Design bc_serializer_flat, sky130hd; sources not shown.
Cell classes on the final placement:
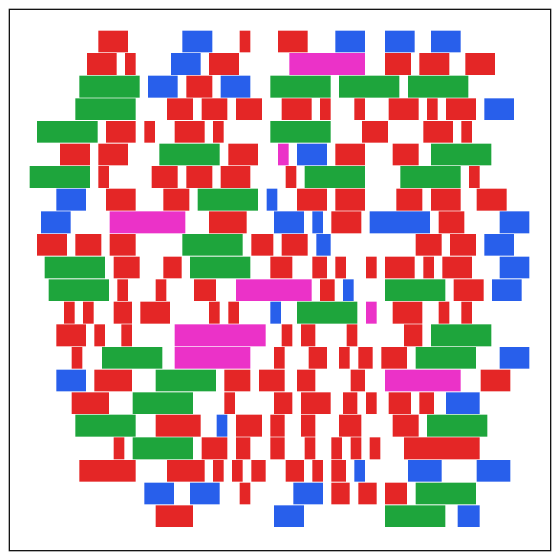
other buffers and delay cells: drawn in blue, cells 34, share of their area 15%. flops: drawn in green, cells 29, share of their area 29%. clock drivers and dummy loads: drawn in magenta, cells 8, share of their area 8.0%. all other logic: drawn in red, cells 132, share of their area 48%.
standard-cell row count: 22
final core utilization: 0.5770
placeable core region: 0.003606 mm^2
finished layout cell area: 0.002081 mm^2
proportion of cell area occupied by registers: 0.2790

Clock wires, drivers and flops:
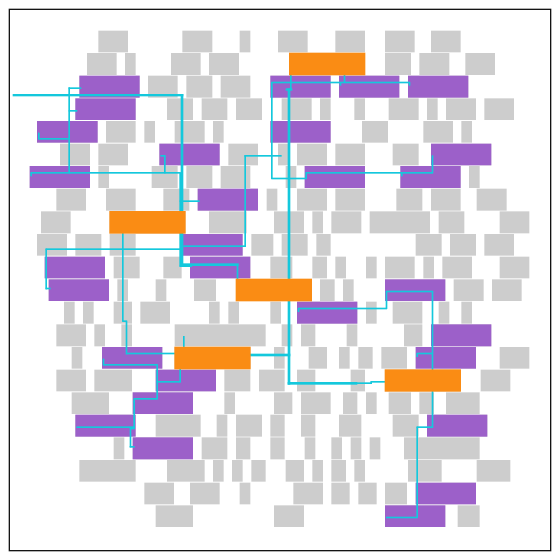
cells driving clock nets: drawn in orange, count 5. clock wires: drawn in cyan, length 385 um. flip-flops: drawn in purple, count 29.
Position of the flops: all over the die.
clk pwr: 327 uW
worst skew pair latency: 270 ps
clock share of power: 0.482

Register map, names as in the netlist:
Bar = 20 um. Other sequential cells in the stronger grey, the rest of the logic in the fainter grey.
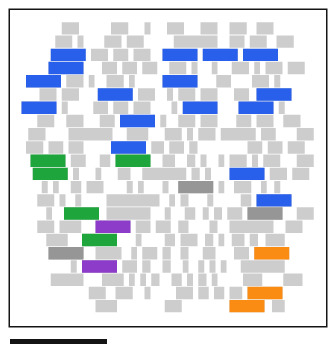
u_core/state_q: drawn in orange, sequential cells 3. u_core/bit_cnt_q: drawn in green, sequential cells 5, where left middle. u_core/shift_q: drawn in blue, sequential cells 16. u_core/u_baud/cnt_q: drawn in purple, sequential cells 2.
Another 3 sequential cells are not coloured.
Power Sequential: 251 uW
register area: 580.6 um^2

Clock wiring as the flow saved it:
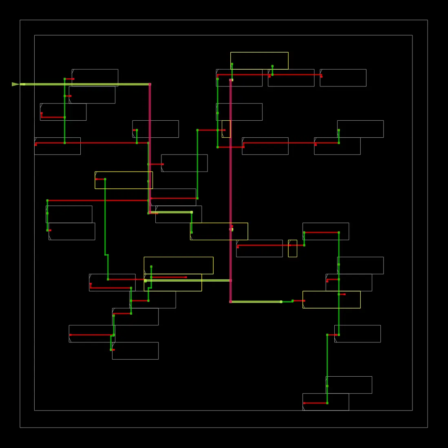
clock buf count: 5
number of buffers created by CTS: 5
total number of clock tree sinks: 29
number of flip-flops and latches: 29

==> notes.md <==
- **number of logged tool warnings** 27
- **setup repair after global routing missed its margin** false
- **kind of start point of the critical path** input port
- **crit path max-delay cell type** sky130_fd_sc_hd__clkdlybuf4s50_1
- **multi-input gate share of total cell area** 0.4582
- **class of the tightest hold or removal check** reg -> reg
- **number of synthesis warnings** 6
- **highest routed layer** met4
- **Non-clk invs** 4
- **post-DR vias/cell** 5.390
- **Final Cycle Share** 0.9482
- **TritonCTS clock tree** yes
- **global-route wire length before repair** 6589 um
- **number of signal-net buffers in the layout** 34
- **count of endpoints failing hold in the final timing report** 0
- **wire length after detailed routing** 4083 um
- **met3 usage** 0.05382
- **buffering stage count on the worst path with inverters included** 4
- **Chip Area, Yosys** 0.001637 mm^2
- **comb. cell area** 953.4 um^2
- **sequential share of the synthesized area** 0.3547
- **Root Driver** sky130_fd_sc_hd__clkbuf_16
- **number of remaining DRC errors** 0
- **remaining antenna violation count** 0
- **final critical delay including setup and external delays** 4741 ps
- **vias in the first global route** 1,359
- **status** complete, no violations
- **number of nets at floorplan** 196
- **# diodes** 0
- **Net count, final** 225
- **Registers, synthesis** 29
- **flip-flop count of the largest register, all copies and words added** 16
- **crit-path max FO** 10
- **met2 layer wire length in the routed design** 2113 um
- **crit end category** primary output
- **pre-placement core utilization** 0.4539
- **fraction of layout instances using a drive strength above 1** 0.08374
- **number of instances in the synthesized netlist** 173
- **x dimension of the die** 64.99 um
- **post-synth top area share** 0.3547
- **Routed met1 length** 1817 um
- **cell family with most CP delay** buffers and inverters
- **Most used DFF post-synth** sky130_fd_sc_hd__dfxtp_1
- **cell mode on critical path** sky130_fd_sc_hd__clkdlybuf4s50_1
- **met1 layer usage reported by global route** 0.2457
- **post-synth tally of flip-flops with integrated enable** 0
- **Hold Crit Depth** 1
- **global placer's final weighted congestion** 0.8194
- **Post-Syn Area per Cell** 9.460 um^2
- **Chip Area** 0.004223 mm^2
- **slew at the pin closest to its max-slew limit** 568.3 ps
- **count of pins on the block boundary** 23
- **Yosys Instances** 173
- **crit path DRT** 3550 ps
- **final sum of negative setup slack** 0 ps
- **die height** 64.99 um
- **ranking of synthesized cells by instance count** sky130_fd_sc_hd__dfxtp_1 (29), sky130_fd_sc_hd__nand2_1 (24), sky130_fd_sc_hd__mux2i_1 (16), sky130_fd_sc_hd__xnor2_1 (16), sky130_fd_sc_hd__o211a_1 (15)
- **met3 wire length** 96 um
- **Layout fillers** 405
- **most frequent standard cell in the layout excluding fill and tap cells** sky130_fd_sc_hd__dfxtp_1
- **Critical Setup Path Class** in -> out
- **DP Wirelength** 2854 um
- **total setup buffers inserted after CTS** 0
- **Reg2Reg Setup Slack** 2860 ps
- **GR met2 Demand/Resource** 0.3634
==> logic make-up after synthesis <==
| family | count (synthesis) | synth area share |
|---|---|---|
| and+or+nand+nor | 53 | 0.1804 |
| DFF | 29 | 0.3547 |
| xor gates and xnor gates | 20 | 0.1070 |
| AOI/OAI and AO/OA | 35 | 0.1667 |
| buffers and inverters | 16 | 0.06269 |
| muxes | 16 | 0.09786 |
| adders and majority gates | 4 | 0.03058 |
==> report_power, final <==
part	internal (uW)	leakage (uW)	switching (uW)
logic	50.1	0.000573	50.4
registers	244	0.000237	6.75
clock network	230	0.0000826	96.3
total	525	0.000893	153
==> timing repair <==
item,CTS,global route
resized,0,2
hold buffers,0,0
setup endpoints to repair,0,1
Power is estimated from default activity; no workload was simulated.
